==> config.mk <==
export PLATFORM = sky130hd
export DESIGN_NAME = pc_unit
export DESIGN_NICKNAME = d
export VERILOG_FILES = /design/src/rtl/pc_unit.sv
export SDC_FILE = /design/constraint.sdc
export NUM_CORES = 1
export LEC_CHECK = 0
export CORE_MARGIN = 2
export CORE_UTILIZATION = 49
export DETAILED_ROUTE_END_ITERATION = 10
export HOLD_SLACK_MARGIN = 0.12
export PLACE_DENSITY = 0.87
export SETUP_SLACK_MARGIN = 0.02
export SYNTH_ARGS = -nofsm -noshare
export SYNTH_HDL_FRONTEND = slang
export SYNTH_SLANG_ARGS = --single-unit
==> constraint.sdc <==
create_clock -name clk -period 5.67 [get_ports clk]
set_input_delay 1.134 -clock clk [delete_from_list [all_inputs] [get_ports clk]]
set_output_delay 1.134 -clock clk [all_outputs]
set_load 0.005 [all_outputs]
clock_nets.png
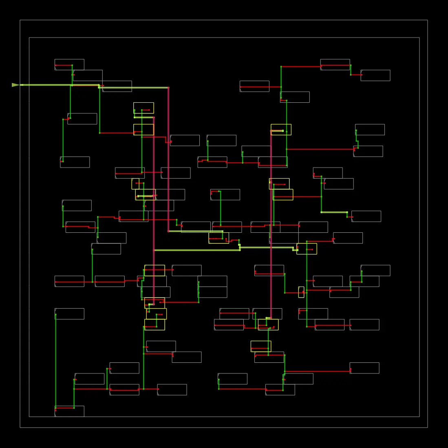
Worst-Skew Late Latency: 0.35 ns
clock buffer count from CTS: 9

class_map.png
Drawn at 3 px/um.
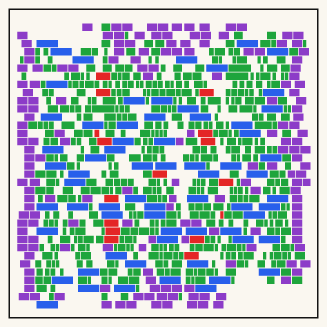
| colour | class | cells |
|---|---|---|
| purple | remaining buffers and delay cells | 176 |
| green | remaining logic cells | 496 |
| red | clock drivers and dummy loads | 16 |
| blue | registers | 66 |
Cell Rows: 35
flop share of the area: 0.2011
Core Area: 0.009328 mm^2
final core utilization: 0.7045

clock_wires.png
Drawn at 4 px/um.
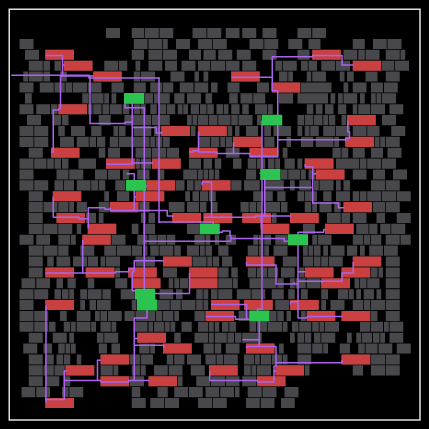
[purple] clock wires | length: 954 um
[green] clock-net drivers | count: 9
[red] flip-flops | count: 66
routed clock nets: 10
flops lie: widely spread
final clock skew: 0.01040 ns
clock power share: 0.308
P_clk: 0.406 mW

m3.png
Drawn at 4 px/um. Cells faint in the background.
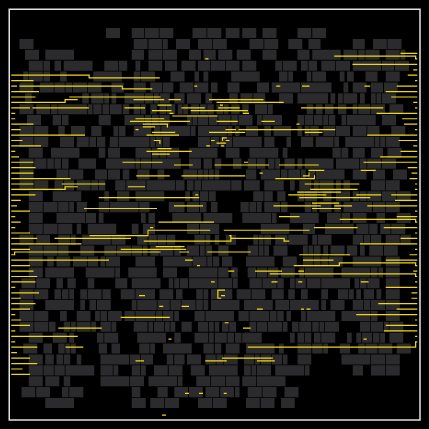
main direction: horizontal
longest straight run: 41.9 um
nets with wire on the layer: 177
share of all routed wire: 9.2%
wire length on this layer: 1570 um
WL final: 17070 um
via count: 5416

==> impl_metrics.tcl <==
# place-and-route summary
set metrics [dict create \
    clk_pin_slew_ns 0.08 \
    overflow 0 \
    drc 0 \
    timing.final.ws_setup_ns 1.633 \
    grt_util_all_layers 0.3212 \
    finalCriticalPeriod_ns 4.037 \
    drive_above_1_share 0.05172 \
    layout_top_cells "clkdlybuf4s50_1 (166), dfxtp_1 (66), nor2_1 (60), a21oi_1 (56), nand2_1 (52)" \
    logic_area_mm2 0.003087 \
    htree_levels 3 \
    clock-root-buffer "clkbuf_8" \
    synth_area_per_cell_um2 7.579 \
    path_max_fanout 14 \
    rsz0062_at_grt "no" \
    tns_ns 0 \
    drt_first_pass_iters 5 \
    gp_congestion 0.9013 \
    cts_setup_buffers 0 \
    hold_buffers 0 \
    synthCells 625 \
    synthArstFlopShare 0 \
    status "finished clean" \
    die_h_um 102.3 \
    synth-edff-count 0 \
    arrival_ns 2.90 \
    dp.cells 867 \
    grt_max_degree 50 \
    synth_nets 730 \
    via_per_inst 6.134 \
    antenna_found_initial 0 \
    dp_hpwl_um 12290 \
    drtIter0Drc 423 \
    nFillCells 772 \
    worstMarginPinSlew_ns 0.9881 \
    setup_viol 0 \
    fin_cells 883 \
    most_common_cell "dfxtp_1" \
    place_ws_ns 1.426 \
    cts_tree "built" \
    seq_area_mm2 0.001321 \
    fp_util 0.5078 \
    first_global_vias 5251 \
    worstRegToRegCells 6 \
    synth_cell_type_count 69 \
    cap_violations 0 \
    synthToLayoutAreaGrowth_pct 38.72 \
    lay_top_count "clkdlybuf4s50_1" \
    nets 854 \
    clock_sinks 66 \
]
worst max-delay path: stages, from the launching register on:
cell and delay, ns:
dfxtp_1 0.50, ha_1 0.25, nand3_1 0.18, or4_4 0.61
nor4_4 0.31, xor2_1 0.17, clkdlybuf4s50_1 0.52
layout make-up:
class	instances	share of cell area
Multi-Input combinational cell	479	0.4697
Timing Repair Buffer	176	0.2643
Sequential cell	66	0.2011
Clock buffer	15	0.02989
Tap cell	129	0.02456
Inverter	17	0.009711
Clock inverter	1	0.0007616
per-stage QoR:
| stage | hold WS, ns | area (um^2) |
|---|---|---|
| 3_3_place_gp | 0.4819 | 6370 |
| 5_1_grt | 0.5205 | 6571 |
| 2_1_floorplan | 0.4714 | 4737 |
| 4_1_cts | 0.4998 | 6571 |
| 3_5_place_dp | 0.4859 | 6370 |
| 6_report | 0.4957 | 6571 |
kinds of logic (layout without fill, tap and decap cells):
group	after synthesis	in the layout	synth area share
AND-OR/OR-AND	201	201	0.2781
AND/OR/NAND/NOR	208	208	0.2322
buffers and inverters	80	209	0.07105
other	1	1	0.0007916
XOR/XNOR	28	28	0.05177
adder cells (fa/ha/maj)	1	1	0.002641
multiplexers	40	40	0.08452
flip-flops	66	66	0.2789
per-layer routing:
metal / part of all wire / up-vias / global-route usage / routed length [um]
met5: 0 / - / 0 / 0
met4: 0.052 / 0 / 0.1908 / 886
met3: 0.092 / 59 / 0.05882 / 1573
met2: 0.48 / 313 / 0.5552 / 8248
met1: 0.37 / 2511 / 0.3693 / 6365
li1: - / 2533 / - / -
where the power goes:
group / total [mW] / switching (mW) / internal, mW
Clock: 0.406 / 0.187 / 0.219
Combinational: 0.364 / 0.162 / 0.202
Sequential: 0.549 / 0.0511 / 0.498
Total: 1.32 / 0.401 / 0.919
Power figures rest on the tool's default switching activity, not on a simulated workload.
